==> run_1/sizing.png <==
(8 px per µm)
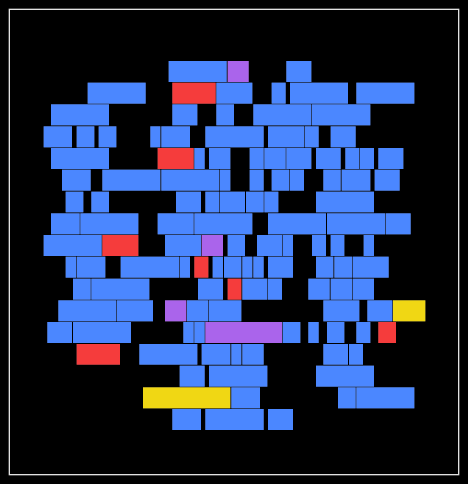
==> run_1/gates.png <==
(8 px per µm)
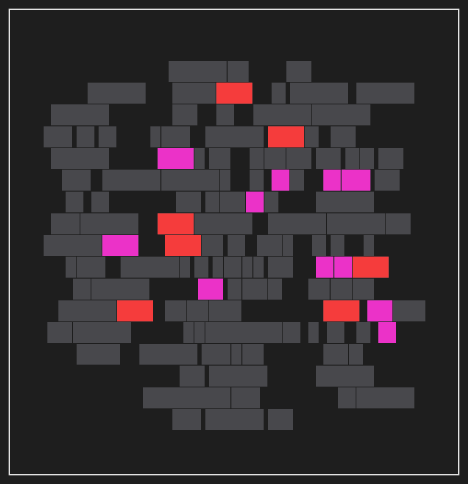
==> run_1/pinout.png <==
(8 px per µm) Pins as bars across the die edge, other pins in grey.
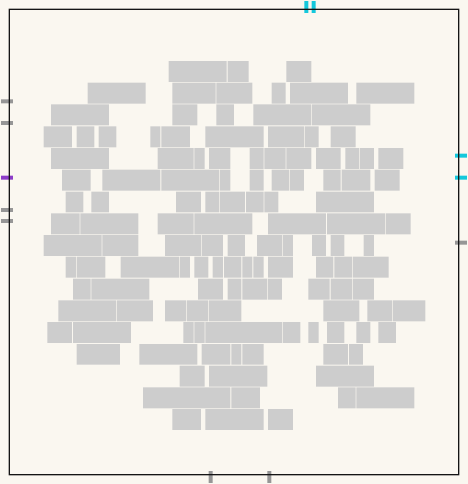
**src/rtl/sr_ctrl_pkg.sv**
```systemverilog
// Shared constants and FSM encoding for the S/R pushbutton controller.
package sr_ctrl_pkg;

  localparam int DB_CYCLES_DEF = 4;
  localparam int PULSE_LEN_DEF = 2;

  typedef enum logic [1:0] {
    IDLE    = 2'd0,
    PULSE_S = 2'd1,
    PULSE_R = 2'd2
  } state_e;

  function automatic logic [3:0] sat_inc4(input logic [3:0] v);
    return (v == 4'hF) ? v : v + 4'd1;
  endfunction

endpackage

```
**src/rtl/btn_debounce.sv**
```systemverilog
// Two-flop synchronizer, counter debouncer and registered rising-edge event
// for one raw pushbutton.
module btn_debounce
  import sr_ctrl_pkg::*;
#(
  parameter int DB_CYCLES = DB_CYCLES_DEF
) (
  input  logic clk,
  input  logic rst,
  input  logic btn_raw,
  output logic rise
);

  localparam int CW = (DB_CYCLES > 1) ? $clog2(DB_CYCLES) : 1;

  logic          sync1_q, sync1_d;
  logic          sync2_q, sync2_d;
  logic          level_q, level_d;
  logic          rise_q, rise_d;
  logic [CW-1:0] cnt_q, cnt_d;

  // NOTE: every _d gets a default first so no path through this block infers a latch.
  always_comb begin
    sync1_d = btn_raw;
    sync2_d = sync1_q;
    level_d = level_q;
    rise_d  = 1'b0;
    cnt_d   = '0;
    // The level flips on the DB_CYCLES-th consecutive differing cycle; any match restarts.
    if (sync2_q != level_q) begin
      if (cnt_q == CW'(DB_CYCLES - 1)) begin
        level_d = sync2_q;
        rise_d  = sync2_q;
      end else begin
        cnt_d = cnt_q + CW'(1);
      end
    end
  end

  // NOTE: state registers use non-blocking assignments so all flops update together.
  always_ff @(posedge clk) begin
    if (rst) begin
      sync1_q <= 1'b0;
      sync2_q <= 1'b0;
      level_q <= 1'b0;
      rise_q  <= 1'b0;
      cnt_q   <= '0;
    end else begin
      sync1_q <= sync1_d;
      sync2_q <= sync2_d;
      level_q <= level_d;
      rise_q  <= rise_d;
      cnt_q   <= cnt_d;
    end
  end

  assign rise = rise_q;

endmodule

```
**src/rtl/sr_button_ctrl.sv**
```systemverilog
// Turns debounced set/reset button presses into non-overlapping fixed-width
// S/R pulses for a downstream SR latch, tracking the expected latch state.
module sr_button_ctrl
  import sr_ctrl_pkg::*;
#(
  parameter int DB_CYCLES = DB_CYCLES_DEF,
  parameter int PULSE_LEN = PULSE_LEN_DEF
) (
  input  logic       clk,
  input  logic       rst,
  input  logic       btn_set,
  input  logic       btn_rst,
  output logic       S,
  output logic       R,
  output logic       busy,
  output logic       Q_track,
  output logic [3:0] conflict_cnt
);

  logic       set_ev, rst_ev;
  state_e     state_q, state_d;
  logic [3:0] pulse_cnt_q, pulse_cnt_d;
  logic       s_q, s_d, r_q, r_d, busy_q, busy_d, q_track_q, q_track_d;
  logic [3:0] conflict_cnt_q, conflict_cnt_d;

  btn_debounce #(.DB_CYCLES(DB_CYCLES)) u_set_db (
    .clk(clk), .rst(rst), .btn_raw(btn_set), .rise(set_ev)
  );

  btn_debounce #(.DB_CYCLES(DB_CYCLES)) u_rst_db (
    .clk(clk), .rst(rst), .btn_raw(btn_rst), .rise(rst_ev)
  );

  always_comb begin
    state_d        = state_q;
    pulse_cnt_d    = pulse_cnt_q;
    s_d            = s_q;
    r_d            = r_q;
    busy_d         = busy_q;
    q_track_d      = q_track_q;
    conflict_cnt_d = conflict_cnt_q;
    case (state_q)
      IDLE: begin
        pulse_cnt_d = '0;
        if (set_ev && rst_ev) conflict_cnt_d = sat_inc4(conflict_cnt_q);
        // Reset wins a tie, even when it turns out redundant.
        if (rst_ev) begin
          if (q_track_q) begin
            state_d   = PULSE_R;
            r_d       = 1'b1;
            busy_d    = 1'b1;
            q_track_d = 1'b0;
          end
        end else if (set_ev && !q_track_q) begin
          state_d   = PULSE_S;
          s_d       = 1'b1;
          busy_d    = 1'b1;
          q_track_d = 1'b1;
        end
      end
      PULSE_S, PULSE_R: begin
        if (pulse_cnt_q == 4'(PULSE_LEN - 1)) begin
          state_d = IDLE;
          s_d     = 1'b0;
          r_d     = 1'b0;
          busy_d  = 1'b0;
        end else begin
          pulse_cnt_d = pulse_cnt_q + 4'd1;
        end
      end
      default: begin
        state_d = IDLE;
        s_d     = 1'b0;
        r_d     = 1'b0;
        busy_d  = 1'b0;
      end
    endcase
  end

  always_ff @(posedge clk) begin
    if (rst) begin
      state_q        <= IDLE;
      pulse_cnt_q    <= '0;
      s_q            <= 1'b0;
      r_q            <= 1'b0;
      busy_q         <= 1'b0;
      q_track_q      <= 1'b0;
      conflict_cnt_q <= '0;
    end else begin
      state_q        <= state_d;
      pulse_cnt_q    <= pulse_cnt_d;
      s_q            <= s_d;
      r_q            <= r_d;
      busy_q         <= busy_d;
      q_track_q      <= q_track_d;
      conflict_cnt_q <= conflict_cnt_d;
    end
  end

  assign S            = s_q;
  assign R            = r_q;
  assign busy         = busy_q;
  assign Q_track      = q_track_q;
  assign conflict_cnt = conflict_cnt_q;

endmodule
```
**config.mk**
```make
export PLATFORM = sky130hd
export DESIGN_NAME = sr_button_ctrl
export DESIGN_NICKNAME = d
export VERILOG_FILES = /design/src/rtl/sr_ctrl_pkg.sv /design/src/rtl/btn_debounce.sv /design/src/rtl/sr_button_ctrl.sv
export SDC_FILE = /design/constraint.sdc
export NUM_CORES = 1
export LEC_CHECK = 0
export CORE_AREA = 4 4 52 54
export DETAILED_ROUTE_END_ITERATION = 8
export DIE_AREA = 0 0 56 58
export GPL_TIMING_DRIVEN = 0
export PLACE_DENSITY = 0.8
export SLEW_MARGIN = 40
export SYNTH_ARGS = -nofsm -noshare
export SYNTH_HDL_FRONTEND = slang
export SYNTH_HIERARCHICAL = 1
export SYNTH_SLANG_ARGS = --single-unit
```
**constraint.sdc**
```tcl
create_clock -name clk -period 1.9 [get_ports clk]
set_input_delay 0.57 -clock clk [delete_from_list [all_inputs] [get_ports clk]]
set_output_delay 0.57 -clock clk [all_outputs]
set_load 0.03 [all_outputs]
```
==> notes.md, run 1 <==
Implementation results.

The via count of the first global-routing pass is between 700 and 800. The number of logic stages on the critical path including buffering is 1. The met3 track demand over resource in global routing is 4.01%.

Non-clock buffers make up 9.29% of the layout cell area. The repair_antennas step left the layout with diodes totalling 0. The origin of the worst setup path is Q_track. The sequential cell power is ~570 µW. Entering global routing, the biggest net connects 16 pins. The stat command in Yosys gives a chip area of 0.00116 mm². The routability-driven placement congestion ratio is 0.773.

The wire length of the first global-routing pass is between 3000 and 4000 µm. On the final layout, the worst clock skew is 0.0106 ns. The tool warning count for the run is 28. The total clock buffers created by CTS is 3. The final layout contains a sequential cell count of 26. According to the tapcell log, the count of inserted taps is 28. The pre-CTS setup slack is -0.195 ns.

Summed over all layers, the global routing overflow is 0. The pre-placement core utilization is between 50 and 60%. Per Yosys stat, the portion of area used by sequential elements is between 40% and 50%. STA reports the tightest min-delay check as being of type register to register. The design internal power is around 820 µW. The number of nets at floorplan is between 100 and 150. The leakage power is approximately 0.00054 µW. The slew of the pin with the lowest slew margin is 0.518 ns. The clock tree has to reach 26 sinks. The registers of the reported paths see a clock transition of about 0.14 ns. The via count of the routed design is roughly 890. The DRC marker count from the first detailed-route iteration is 22. The layer carrying the most global-route usage is met2. The kind of end point of the critical path is a primary output. In this design, the largest share of critical-path delay is due to buffers and inverters. The run finished with clean final reports. The full die area is roughly 0.0032 mm². The number of cells on the worst reg-to-reg path is 5. The library cells used most frequently in the layout, excluding fill and tap cells, are 26 x sky130_fd_sc_hd__dfxtp_1, 8 x sky130_fd_sc_hd__a21oi_1, 8 x sky130_fd_sc_hd__dlygate4sd2_1. In this run the worst path has a maximum fanout of 5. The tree is rooted in a sky130_fd_sc_hd__clkbuf_4.
About sizing.png:
Key: yellow = x6 and larger [cells 2, share 1.6%]; red = x2 [cells 7, share 5.6%]; blue = x1 and smaller [cells 113, share 90%]; purple = x3 and x4 [cells 4, share 3.2%]
area growth from synthesis to final layout: 16.2%
number of non-clock buffers: 15
setup ws final: 0.154 ns
Layout Cell Area excl Fill: 0.00135 mm²

About gates.png:
Key: red = fa/ha/maj cells [cells 7, most used ha_1, where centre]; magenta = and/or cells [cells 11, most used or3_1]
combinational share of cell area: 43.6%
most frequently placed logic cell in the final layout: sky130_fd_sc_hd__dfxtp_1
tally of non-filler cells in the final layout: 154

About pinout.png:
Key: purple = `btn_rst` [pins 1, direction input, edge left]; cyan = `conflict_cnt` [pins 4, direction output, edge 2 top, 2 right]
y dimension of the die: 58 µm
die width: 56 µm
IO buf count: 11

==> run 1 -> run 2 <==
--- a/config.mk
+++ b/config.mk
@@ -6,6 +6,7 @@
 export NUM_CORES = 1
 export LEC_CHECK = 0
 export CORE_AREA = 4 4 52 54
+export CTS_CLUSTER_SIZE = 40
 export DETAILED_ROUTE_END_ITERATION = 8
 export DIE_AREA = 0 0 56 58
 export GPL_TIMING_DRIVEN = 0
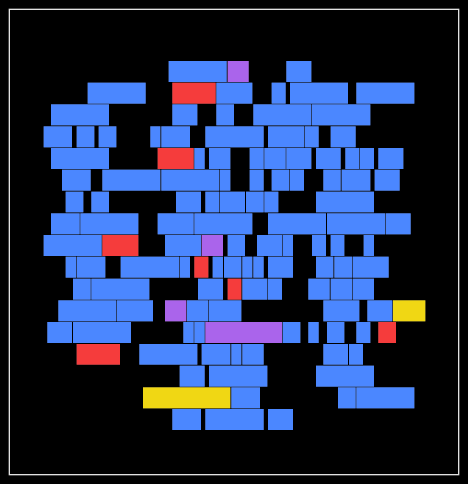
(run_2/sizing.png)
(8 px per µm)
Key: yellow = x6 and larger [cells 2, share 1.6%]; purple = x3 and x4 [cells 4, share 3.2%]; red = x2 [cells 7, share 5.6%]; blue = x1 and smaller [cells 113, share 90%]

==> notes.md, run 2 <==
Implementation results.

The die extent in y is 58 µm (unchanged). The residual overflow from global routing is 0 (unchanged). The number of logic stages on the critical path including buffering is 1 (unchanged). The yosys-reported design area after synthesis is 0.00116 mm² (unchanged). The multi-input gate share of total cell area was 43.6% (unchanged).

The clock slew seen by the registers of the worst setup and hold paths was 0.14 ns (about the same). The leakage power is 0.000544 µW (unchanged). The clock network burns between 30% and 40% of the power. The count of nets left with antenna violations once routing finished came out at 0. The clock sink count is 26 (unchanged).

The total clock buffers created by CTS is 3 (unchanged). The number of well taps is 28 (unchanged). The setup slack after layout is 0.154 ns (unchanged).

The capturing element of the worst setup path is Q_track. The clock tree skew after final layout is 0.0106 ns (unchanged). The flow ran to the end, and the final reports show no timing, DRC or antenna violations. The timing report attributes the biggest portion of critical-path delay to buffers and inverters.

The root buffer cell is sky130_fd_sc_hd__clkbuf_4. The global routing stage identified its most utilized layer as met2. The non-clock buffer total of the final layout is 15 (unchanged).

The full die area came to 0.00325 mm² (unchanged). The DRC marker count from the first detailed-route iteration came to 22 (unchanged). The sequential cell power is 566 µW (about the same). The design internal power was 816 µW (unchanged). Global routing used 14.4% of the available met1 tracks. The number of nets at floorplan is 122 (unchanged).

The worst-path maximum fanout is 5 (unchanged). The flop count is 26 (unchanged). In the routed layout, each cell is associated on average with a via count of just under 6. The pre-CTS setup slack came to -0.195 ns (unchanged).

The overall die width was 56 µm (unchanged). STA classifies the critical path endpoint as a primary output. The slew of the pin with the lowest slew margin is 0.518 ns (unchanged). The relative area change from synthesis to final layout is 16.2% (unchanged). STA lists the endpoint of the worst register-to-register path as busy.

The pin count of the biggest net entering global routing is 16 (unchanged). The stage-log warning count is 28 (unchanged). The class of the tightest hold or removal check is register to register. The number of cells traversed by the worst register-to-register path is 5 (unchanged). The count of placed standard cells in the final layout, fillers left out came to 154 (unchanged).

The routability-driven placement congestion ratio came to 0.773 (unchanged). The non-clock buffer share of cell area is 9.29% (unchanged). The met3 track demand over resource in global routing is 4.01% (unchanged).

The critical path starts at Q_track. The count of input and output buffers is 11 (unchanged). Ranked by total cell area, the synthesized netlist is headed by sky130_fd_sc_hd__dfxtp_1 45%, sky130_fd_sc_hd__ha_1 7.6%, sky130_fd_sc_hd__a21oi_1 3.5%. The number of diodes added for antenna fixing was 0 (unchanged).

The sequential cell area fraction in the yosys report came to 44.9% (unchanged). The via count of the routed design is 890 (unchanged).
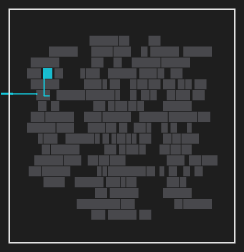
(run_2/port_trees.png)
(4 px per µm)
Key: cyan = `btn_rst` [bits 1, direction input, edge left, end cells 1, buffers 1, wire 13.5 µm]

Power figures rest on the tool's default switching activity, not on a simulated workload.
